ff_map.png
Scale bar: 20 um. Other sequential cells in the stronger gray, the rest of the logic in the fainter gray.
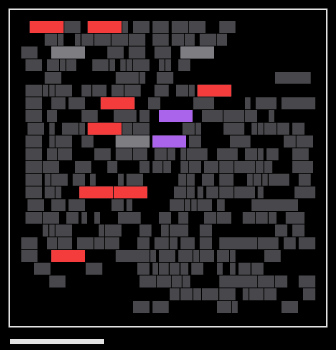
clock_nets.png
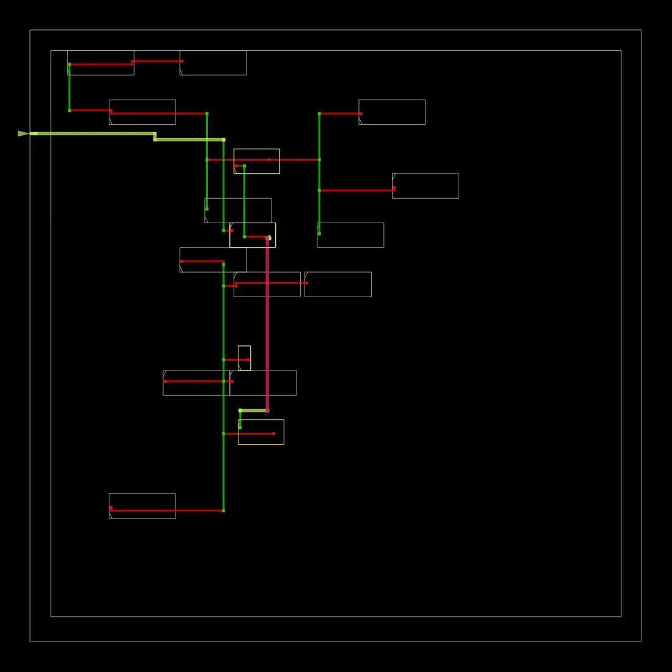
$ cat config.mk
export PLATFORM = sky130hd
export DESIGN_NAME = chan_mux_rr
export DESIGN_NICKNAME = d
export VERILOG_FILES = /design/src/rtl/chan_mux_rr.sv
export SDC_FILE = /design/constraint.sdc
export NUM_CORES = 1
export LEC_CHECK = 0
export CAP_MARGIN = 0
export CORE_MARGIN = 2
export CORE_UTILIZATION = 36
export CTS_CLUSTER_SIZE = 14
export DETAILED_ROUTE_END_ITERATION = 16
export PLACE_DENSITY = 0.68
export SYNTH_ARGS = -nofsm -noshare
export SYNTH_HDL_FRONTEND = slang
export SYNTH_SLANG_ARGS = --single-unit
$ cat constraint.sdc
create_clock -name clk -period 3.65 [get_ports clk]
set_input_delay 0.73 -clock clk [delete_from_list [all_inputs] [get_ports clk]]
set_output_delay 0.73 -clock clk [all_outputs]
set_load 0.005 [all_outputs]
$ cat src/rtl/chan_mux_rr.sv
// N-channel to 1 registered multiplexer with fixed-select or round-robin arbitration.
// One output word register; full throughput when downstream drains every cycle.
module chan_mux_rr #(
  parameter int NCH = 4,
  parameter int W   = 8,
  parameter int SW  = 2
) (
  input  logic              clk,
  input  logic              rst_n,
  input  logic [NCH*W-1:0]  in_data,
  input  logic [NCH-1:0]    in_valid,
  output logic [NCH-1:0]    in_ready,
  input  logic              mode,
  input  logic [SW-1:0]     sel,
  output logic [W-1:0]      out_data,
  output logic              out_valid,
  input  logic              out_ready,
  output logic [SW-1:0]     out_ch
);

  logic [NCH-1:0][W-1:0] din;
  logic [NCH-1:0]        grant;
  logic [SW-1:0]         gidx;
  logic                  gany;
  logic                  slot_free, in_xfer, out_xfer;

  logic                  vld_q, vld_d;
  logic [W-1:0]          data_q, data_d;
  logic [SW-1:0]         ch_q, ch_d;
  logic [SW-1:0]         ptr_q, ptr_d;

  for (genvar i = 0; i < NCH; i++) begin : g_unpack
    assign din[i] = in_data[i*W +: W];
  end

  // Grant never looks at in_data; RR search starts just past the last winner.
  always_comb begin
    int idx;
    idx   = 0;
    grant = '0;
    gidx  = '0;
    gany  = 1'b0;
    if (!mode) begin
      for (int i = 0; i < NCH; i++) begin
        if (int'(sel) == i && in_valid[i]) begin
          grant[i] = 1'b1;
          gidx     = SW'(i);
          gany     = 1'b1;
        end
      end
    end else begin
      for (int k = 1; k <= NCH; k++) begin
        idx = (int'(ptr_q) + k) % NCH;
        if (!gany && in_valid[idx]) begin
          grant[idx] = 1'b1;
          gidx       = SW'(idx);
          gany       = 1'b1;
        end
      end
    end
  end

  assign slot_free = ~vld_q | out_ready;
  assign in_ready  = rst_n ? (grant & {NCH{slot_free}}) : '0;
  assign in_xfer   = |in_ready;
  assign out_xfer  = vld_q & out_ready;

  always_comb begin
    vld_d  = vld_q;
    data_d = data_q;
    ch_d   = ch_q;
    ptr_d  = ptr_q;
    if (in_xfer) begin
      vld_d  = 1'b1;
      data_d = din[gidx];
      ch_d   = gidx;
      if (mode) ptr_d = gidx;
    end else if (out_xfer) begin
      vld_d  = 1'b0;
    end
  end

  // Reset parks the pointer on the last channel so channel 0 wins first.
  always_ff @(posedge clk) begin
    if (!rst_n) begin
      vld_q  <= 1'b0;
      data_q <= '0;
      ch_q   <= '0;
      ptr_q  <= SW'(NCH-1);
    end else begin
      vld_q  <= vld_d;
      data_q <= data_d;
      ch_q   <= ch_d;
      ptr_q  <= ptr_d;
    end
  end

  assign out_valid = vld_q;
  assign out_data  = data_q;
  assign out_ch    = ch_q;

endmodule

==> metrics.cfg <==
[routing]
final_antenna_net_count=0
viasPerCell=5.46
wl_per_cell_um=14.3
vias=1670
drt_iter0_markers=90
drt-pass1-iter-count=4
routed_wl_um=4390

[run_status]
status=finished, violations left
violations=negative setup slack

[power]
pwr_density_cell_nw_per_um2=325
vdd_ir_drop_max_mv=0.162
power_uw=743
leakagePower_nw=0.918

[timing]
max_freq_mhz=273
final_critical_path_setup_slack_ns=-0.00710
timing.setup.tns_ns=-0.00710
finalSetupViolCount=1
period_minus_slack_ns=3.66
worst_hold_slack_ns=0.447
worst_pin_slew_ns=0.439
maxSlewViolCount=0
min_period_over_period_pct=100
rsz0062_at_grt=true
skew_ns=0.00157
slew_headroom_pct=70.8
finalHoldViolations=0

[critical_path]
critical_path_class=in -> out
crit_arrival_ns=2.93
cpMaxStageDelayCell=clkdlybuf4s50_1
cpPeakStageDelay_ns=0.52
cp_max_fo=5
path_buffers=2
cp_cell_sequence=clkdlybuf4s50_1, or3b_4, a2111oi_4, o21ai_1, a31oi_2, clkdlybuf4s50_1
start_kind=input port
cp_top_family=buffers and inverters
required_ns=2.92
r2r_slack_ns=0.87

[grt]
grt_overflow=0
grt.busiest_layer=met2
grt_first_pass_wirelength_um=7180
grt_max_degree=24
globalRouteMet1Util_pct=25.4
grt_antenna_before_repair=0
grt_use_total_pct=20.5
grt_use_met2_pct=34.8
grt_use_met3_pct=5.00

[synthesis]
edf_count=0
synth_area_leader_cell=dfxtp_1
ys_area_sq_um=1450
synthDistinctLibCells=50
yosysWarnings=0
async_flop_share_pct=0
fp_nets=232
top_area_share_pct=17.9
synth-main-ff-cell=dfxtp_1
yosys_cells=182
area_leaders=dfxtp_1, nand2_1, ha_1
postSynthSeqShare_pct=17.9
avgSynthCellArea_sq_um=7.99
netlist_instances=182

[layout]
num_antenna_cells=0
fillers=363
drive_above_1_share_pct=17.6
area_growth_pct=57.3
lay_top_cells=clkdlybuf4s50_1, nand2_1, buf_4, dfxtp_1
final_nets=307
final_common_cell=clkdlybuf4s50_1

[flow_run]
tool_warnings=34
drv_cap=0

[placed_design]
preCtsSetupSlack_ns=-0.147
portBuffers=56
dpl-instance-area_sq_um=2230
hpwl_um=3340
place_congestion=0.850

[die]
fp-utilization_pct=36.9
dieArea_sq_um=4560
row_count=23
fp.dieH_um=67.6
die_x_um=67.6
coreArea_sq_um=3940
num_io_pins=57

[cts]
tritoncts=done
path_clk_slew_ns=0.06
hold_buffers=0
root_buffer=clkbuf_8
cts_max_level=1

[hold_path]
hp-class=reg -> reg

About ff_map.png:
Key: `out_data` = red [flops 8]; `ptr_q` = purple [flops 2]
Another 3 sequential cells are not colored.

About clock_nets.png:
Sink Count: 13
seq_cells: 13
TritonCTS Buffers: 3
Skew-Pair Late Insertion Delay: 0.24 ns

-- timing repair --
action                     CTS  global route
resized                      2             3
pin swaps                    2             4
buffers inserted             1             0
setup endpoints to repair    4             4
-- synthesized netlist by cell type (all sizes together), types with 3 or more instances --
cell,n
a41oi,5
a221oi,8
nand2,39
nor2b,9
nor2,3
dfxtp,13
a31oi,5
a21oi,3
inv,4
or3b,5
buf,10
ha,8
o21ai,10
a311o,8
o21a,4
nand2b,3
a21boi,10
clkbuf,3
-- registers in the layout, summed over array words and instances, names as in the netlist --
signal	cells
ptr_q	2
out_data	8
out_ch	2
out_valid	1
-- final cells by class --
cell class                      count  area [sq um]  share of cell area, %
Multi-Input combinational cell    152          1110                   48.6
Timing Repair Buffer               83           793                   34.7
Sequential cell                    13           260                   11.4
Tap cell                           50          62.6                   2.74
Clock buffer                        4          45.0                   1.97
Inverter                            4          15.0                  0.656
-- worst paths after layout --
path / start / to / depth (start not counted)
worst max register to register: ptr_q[0]$_SDFFE_PN1P_ / out_ch[1]$_SDFFE_PN0P_ / 11
worst max-delay path: in_valid[2] / in_ready[3] / 6
worst min register to register: out_data[3]$_SDFFE_PN0P_ / out_data[3]$_SDFFE_PN0P_ / 2
worst min-delay path: out_data[3]$_SDFFE_PN0P_ / out_data[3]$_SDFFE_PN0P_ / 2
-- tightest hold or removal path, delay by kind of cell (launching register included) --
family,cells,cell delay [ns]
DFF,1,0.30
and+or+nand+nor,1,0.05
AOI/OAI and AO/OA,1,0.05
-- report_power, final --
part	internal, mW	total (mW)	switching (mW)
clock	0.0772	0.131	0.0537
combinational	0.228	0.434	0.206
sequential	0.166	0.178	0.0119
total	0.472	0.743	0.272
-- per-layer routing --
layer / vias to the layer above / share of wire (%)
li1: 835 / -
met3: 4 / 7.4
met5: - / 0
met2: 55 / 49
met4: 0 / 0.82
met1: 776 / 43
-- stage by stage --
stage	util (%)	instances
4_1_cts	57.9	306
6_report	58.0	306
5_1_grt	58.0	306
2_1_floorplan	-	182
3_3_place_gp	56.6	301
3_5_place_dp	56.6	301
-- cell families after synthesis --
family	Yosys count	share of synthesized area, %
AOI/OAI and AO/OA	62	35.7
adders and majority gates	8	6.88
DFF	13	17.9
and+or+nand+nor	77	28.0
muxes	5	5.25
buffers and inverters	17	6.28
